--- src/rtl/store_queue_ctrl.sv ---
// store_queue_ctrl: store buffer and data-bus write sequencer.
// Stores from MEM (SB/SH/SW) are lane-aligned, given byte strobes, and queued
// in a circular FIFO. The queue drains in order with one bus write in flight
// at a time. Loads whose word address matches a pending store are flagged.
//
// Optional build macro: STORE_MERGE_EN (merge a store into the tail entry
// when both fall in the same word and the tail is not the in-flight head).
//
// Ports:
//   clk, resetn                      clock, async active-low reset
//   st_valid/st_ready/st_addr/st_data/st_size   store input handshake
//   ld_check/ld_addr/ld_conflict     combinational load hazard check
//   empty                            queue empty and bus idle
//   data_req/data_wr/data_size/data_addr/data_wdata/data_wstrb  bus request
//   data_addr_ok/data_data_ok        bus accept / completion
module store_queue_ctrl #(
    parameter int unsigned DEPTH = 4,
    parameter int unsigned PTR_W = 2
) (
    input  logic        clk,
    input  logic        resetn,
    input  logic        st_valid,
    output logic        st_ready,
    input  logic [31:0] st_addr,
    input  logic [31:0] st_data,
    input  logic [1:0]  st_size,
    input  logic        ld_check,
    input  logic [31:0] ld_addr,
    output logic        ld_conflict,
    output logic        empty,
    output logic        data_req,
    output logic        data_wr,
    output logic [1:0]  data_size,
    output logic [31:0] data_addr,
    output logic [31:0] data_wdata,
    output logic [3:0]  data_wstrb,
    input  logic        data_addr_ok,
    input  logic        data_data_ok
);

    localparam int unsigned CNT_W = PTR_W + 1;

    typedef enum logic [1:0] {S_IDLE, S_REQ, S_WAIT} state_t;

    typedef struct packed {
        logic [31:0] addr;
        logic [1:0]  size;
        logic [31:0] wdata;
        logic [3:0]  wstrb;
    } entry_t;

    entry_t             q [DEPTH];
    logic [PTR_W-1:0]   rd_ptr, wr_ptr;
    logic [CNT_W-1:0]   count;
    state_t             state, state_nxt;

    logic [31:0]        al_wdata;
    logic [3:0]         al_wstrb;
    entry_t             new_ent;
    logic               push, alloc, pop, merge_hit;
    logic               unused_ld_lsbs;

    assign unused_ld_lsbs = ^ld_addr[1:0];

    // Byte-lane alignment of the incoming store
    always_comb begin
        al_wdata = st_data;
        al_wstrb = 4'b1111;
        case (st_size)
            2'b00: begin
                al_wdata = st_data << {st_addr[1:0], 3'b000};
                al_wstrb = 4'b0001 << st_addr[1:0];
            end
            2'b01: begin
                if (st_addr[1]) begin
                    al_wdata = st_data << 16;
                    al_wstrb = 4'b1100;
                end else begin
                    al_wstrb = 4'b0011;
                end
            end
            default: ;
        endcase
    end

    assign new_ent = '{addr: st_addr, size: st_size, wdata: al_wdata, wstrb: al_wstrb};

`ifdef STORE_MERGE_EN
    logic [PTR_W-1:0] tail_ptr;
    entry_t           merge_ent;

    assign tail_ptr = wr_ptr - PTR_W'(1);
    // The in-flight head must stay stable on the bus, so never merge into it
    assign merge_hit = (count != '0)
                     && (q[tail_ptr].addr[31:2] == st_addr[31:2])
                     && !((tail_ptr == rd_ptr) && (state != S_IDLE));

    // New strobed bytes overwrite the tail; result becomes a word-aligned entry
    always_comb begin
        merge_ent       = q[tail_ptr];
        merge_ent.addr  = {q[tail_ptr].addr[31:2], 2'b00};
        merge_ent.size  = 2'b10;
        merge_ent.wstrb = q[tail_ptr].wstrb | al_wstrb;
        for (int unsigned b = 0; b < 4; b++) begin
            if (al_wstrb[b]) merge_ent.wdata[8*b +: 8] = al_wdata[8*b +: 8];
        end
    end
`else
    assign merge_hit = 1'b0;
`endif

    assign st_ready = (count != CNT_W'(DEPTH)) | merge_hit;
    assign push     = st_valid & st_ready;
    assign alloc    = push & ~merge_hit;
    assign pop      = ((state == S_REQ) & data_addr_ok & data_data_ok)
                    | ((state == S_WAIT) & data_data_ok);

    // Entry storage
    always_ff @(posedge clk or negedge resetn) begin
        if (!resetn) begin
            for (int unsigned i = 0; i < DEPTH; i++) q[i] <= '0;
        end else if (alloc) begin
            q[wr_ptr] <= new_ent;
        end
`ifdef STORE_MERGE_EN
        else if (push) begin
            q[tail_ptr] <= merge_ent;
        end
`endif
    end

    // Pointers and occupancy
    always_ff @(posedge clk or negedge resetn) begin
        if (!resetn) begin
            rd_ptr <= '0;
            wr_ptr <= '0;
            count  <= '0;
        end else begin
            if (alloc) wr_ptr <= wr_ptr + PTR_W'(1);
            if (pop)   rd_ptr <= rd_ptr + PTR_W'(1);
            case ({alloc, pop})
                2'b10:   count <= count + CNT_W'(1);
                2'b01:   count <= count - CNT_W'(1);
                default: ;
            endcase
        end
    end

    // Bus FSM state register
    always_ff @(posedge clk or negedge resetn) begin
        if (!resetn) state <= S_IDLE;
        else         state <= state_nxt;
    end

    // Bus FSM next state; an enqueue into an idle queue requests next cycle
    always_comb begin
        state_nxt = state;
        case (state)
            S_IDLE: if ((count != '0) || push) state_nxt = S_REQ;
            S_REQ: begin
                if (data_addr_ok) begin
                    if (data_data_ok) state_nxt = (count > CNT_W'(1)) ? S_REQ : S_IDLE;
                    else              state_nxt = S_WAIT;
                end
            end
            S_WAIT: if (data_data_ok) state_nxt = (count > CNT_W'(1)) ? S_REQ : S_IDLE;
            default: state_nxt = S_IDLE;
        endcase
    end

    // Load hazard: any valid entry (head included) in the same word
    always_comb begin
        ld_conflict = 1'b0;
        for (int unsigned i = 0; i < DEPTH; i++) begin
            if ((CNT_W'(PTR_W'(PTR_W'(i) - rd_ptr)) < count)
                && (q[i].addr[31:2] == ld_addr[31:2]))
                ld_conflict = ld_check;
        end
    end

    assign empty      = (count == '0) && (state == S_IDLE);
    assign data_req   = (state == S_REQ);
    assign data_wr    = data_req;
    assign data_addr  = q[rd_ptr].addr;
    assign data_size  = q[rd_ptr].size;
    assign data_wdata = q[rd_ptr].wdata;
    assign data_wstrb = q[rd_ptr].wstrb;

endmodule

--- config.mk ---
export PLATFORM = sky130hd
export DESIGN_NAME = store_queue_ctrl
export DESIGN_NICKNAME = d
export VERILOG_FILES = /design/src/rtl/store_queue_ctrl.sv
export SDC_FILE = /design/constraint.sdc
export NUM_CORES = 1
export LEC_CHECK = 0
export CAP_MARGIN = 40
export CELL_PAD_IN_SITES_DETAIL_PLACEMENT = 1
export CELL_PAD_IN_SITES_GLOBAL_PLACEMENT = 2
export CORE_ASPECT_RATIO = 0.9
export CORE_UTILIZATION = 38
export CTS_CLUSTER_DIAMETER = 50
export DETAILED_ROUTE_END_ITERATION = 10
export PLACE_DENSITY = 0.79
export RECOVER_POWER = 100
export SLEW_MARGIN = 20
export SYNTH_ARGS = -nofsm -noshare
export SYNTH_HDL_FRONTEND = slang
export SYNTH_SLANG_ARGS = --single-unit
--- constraint.sdc ---
create_clock -name clk -period 2.61 [get_ports clk]
set_input_delay 0.522 -clock clk [delete_from_list [all_inputs] [get_ports clk]]
set_output_delay 0.522 -clock clk [all_outputs]
set_load 0.01 [all_outputs]
pdn.png
Scale bar: 50 µm. Pins as bars on the die edge.
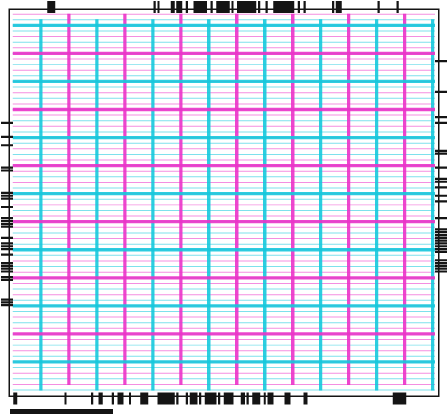
Cyan marks VSS. Magenta marks VDD.
15 straps on met4. 68 met1 rails follow the rows. 13 straps on met5. 179 signal pins sit on the boundary.
die width: 208 µm
Worst IR Drop VDD: 662 µV
overall die height: 187 µm
core area: 37,300 µm²

cell_classes.png
Scale bar: 50 µm.
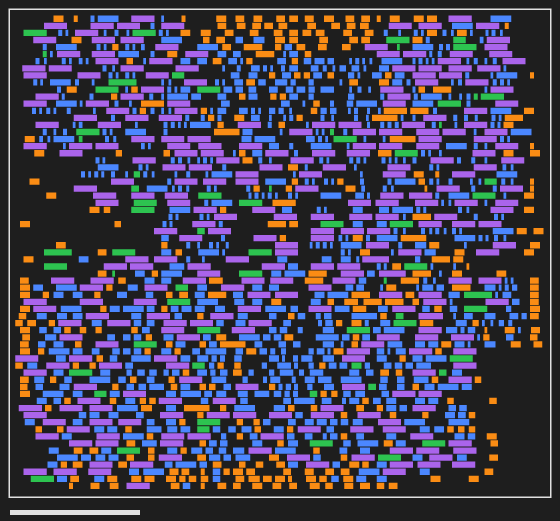
Orange marks other buffers and delay cells, cells 365. Purple marks flip-flops, cells 289. Blue marks all other logic, cells 819. Green marks clock drivers and dummy loads, cells 64.
Final Cell Area: 19,800 µm²
row count: 67
register share of the cell area: 36.6%
share of the core filled with cells: 53.0%

clock_map.png
Scale bar: 50 µm.
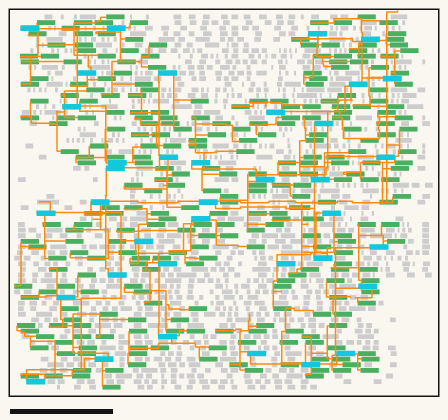
Green marks flip-flops, count 289. Orange marks clock wires, length 4,130 µm. Cyan marks cells driving clock nets, count 37.
Position of the flops: spread over the die. There are 38 routed clock nets.
clock network power: 5.13 mW
Worst Skew: 23.2 ps
clock share of power: 18.9%

metal_stack.png
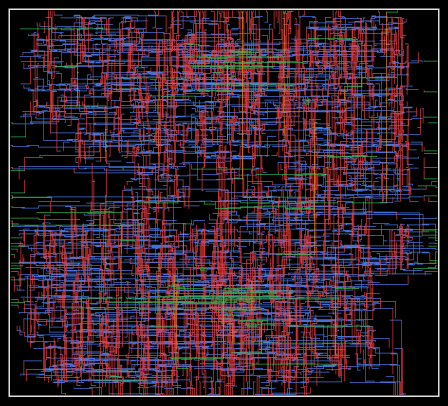
Orange marks met4, wire length 850 µm. Red marks met2, wire length 22.0 mm. Green marks met3, wire length 2,620 µm. Blue marks met1, wire length 22.4 mm.
Vias: 11.0k
DR WL/cell: 23.6 µm
gr usage total: 24.7%
drt total wl: 47,800 µm

final_congestion.png
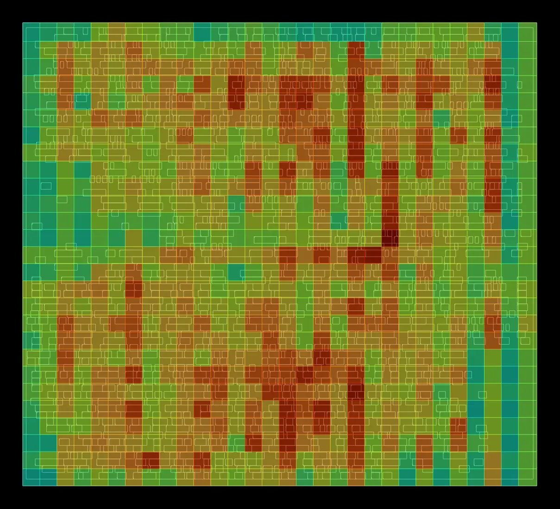
met2 Resource Use GR: 38.1%
met1 Usage GRT: 36.3%
GR peak layer: met2

==> impl_metrics.toml <==
# flow metrics
[timing]
min_period_over_period_pct = 112
hold_slack_ps = 477
setup-violations-final = 97
tns_ps = -7440
timing.final.crit_period_ps = 2920
setup_ws_ps = -311
fmax_mhz = 342

[clocking]
cts_tree = "yes"
cts_max_level = 2

[grt]
grt_max_degree = 72
grt-ovfl-total = 0
antenna_found_initial = 2

[status]
failed_checks = "setup timing"
status = "finished with violations"

[power]
p_per_area_nw_per_um2 = 1370
comb_power_share_pct = 50.2
leakage_nw = 8.77

[cells_and_area]
n_fill_cell = 3796
nets = 1629
syn2layout_area_growth_pct = 36.8

[critical_path]
r2r-start = "count[1]"
critical_path_arrival_ps = 2400
worstSetupEndpointType = "output pin"
crit_start = "rd_ptr[0]"

[synthesis]
synthArstFlopShare_pct = 100
syn_avg_cell_area_um2 = 12.2
synth_seq_share_pct = 50.1
synth_top_cell_by_count = "dfrtp_1"
ys_cells = 1183
synthTopCellsByArea = "dfrtp_1, mux4_2, mux2_2"
yosysTopAreaCellShare_pct = 50.1
yosysWarnings = 0
ys_area_um2 = 14400
common_cells = "dfrtp_1, nand2_1, o21ai_0, mux2_2, xor2_1"

[flow_run]
maxCapViolations = 0
warning_count = 37

[placed_design]
place_area_um2 = 17800
dp.final_hpwl_um = 32100

[drt]
drc = 0
vias_per_cell = 5.42
power by group through the flow:
stage | clock network (mW) | logic (mW) | registers (mW)
after floorplan | 0 | 6.65 | 7.77
after global placement | 0 | 11.9 | 8.18
after detailed placement | 0 | 12.1 | 8.32
after CTS | 5.25 | 12.7 | 8.29
after global routing | 5.41 | 14.6 | 8.63
final | 5.13 | 13.6 | 8.37
layer usage:
metal / track usage, % / up-vias / share of wire, %
met5: 0 / - / 0
li1: - / 4922 / -
met4: 5.83 / 0 / 1.8
met2: 38.1 / 277 / 46
met1: 36.3 / 5703 / 47
met3: 4.37 / 57 / 5.5
repair_timing:
action | 4_1_cts | 5_1_grt
pin swaps | 17 | 5
setup buffers | 13 | 15
endpoints found under the setup margin | 72 | 67
gates resized | 378 | 79
cloned | 6 | 3
hold buffers | 1 | 0
hold endpoints to repair | 36 | 0
final timing paths:
kind | end | slack, ps | cells past startpoint
max | ld_conflict | -310 | 7
max in group asynchronous | q[10] | 270 | 3
min reg2reg | q[214] | 480 | 2
min | q[214] | 480 | 2
max reg2reg | q[238] | -70 | 10
min in group asynchronous | q[199] | 720 | 2
cells in the final DEF, fill, tap and decap left out, types with 10 or more instances in the layout:
| cell type | Yosys | layout |
|---|---|---|
| dfrtp_1 | 289 | 286 |
| nand2_1 | 165 | 168 |
| o21ai_0 | 151 | 152 |
| mux2_2 | 137 | 137 |
| buf_4 | 14 | 131 |
| xor2_1 | 113 | 101 |
| buf_6 | 3 | 79 |
| clkdlybuf4s50_1 | 0 | 78 |
| mux4_2 | 70 | 70 |
| clkbuf_16 | 0 | 40 |
| dlygate4sd2_1 | 0 | 22 |
| buf_12 | 0 | 17 |
| nor4_1 | 24 | 16 |
| nor2_1 | 16 | 16 |
| a222oi_1 | 15 | 15 |
| xnor2_1 | 14 | 14 |
| a21oi_1 | 17 | 13 |
| inv_1 | 13 | 12 |
| ha_1 | 13 | 12 |
| xor2_2 | 0 | 11 |
| buf_2 | 33 | 10 |
worst max-delay path, cell delays in order (launching register included):
cell	delay, ps
dfrtp_4	550
buf_12	170
buf_12	140
a21oi_1	130
buf_4	150
a2111oi_2	70
or4_4	530
buf_6	140
cell type report:
type | count | area [µm²] | area share (%)
clock buffer | 49 | 1040 | 5.27
antenna | 2 | 5.00 | 0.0253
inverter | 13 | 48.8 | 0.247
multi-input combinational | 806 | 6980 | 35.3
tap | 483 | 604 | 3.06
sequential | 289 | 7240 | 36.6
clock inverter | 15 | 181 | 0.918
timing repair buffer | 365 | 3660 | 18.5
registers in the layout, indices dropped and copies added, names as in the netlist:
register / count
q: 280
count: 3
rd_ptr: 2
wr_ptr: 2
state: 2
cell families (layout without fill, tap and decap cells):
kind of cell	count (synthesis)	in the layout	share of synthesized area [%]
simple gates	237	237	7.23
fa+ha+maj	14	14	1.20
flops	289	289	50.1
mux	215	215	22.1
buf+inv	88	442	3.09
xor+xnor	127	127	7.70
compound gates	213	213	8.57
other cells	0	2	0
Power figures rest on the tool's default switching activity, not on a simulated workload.
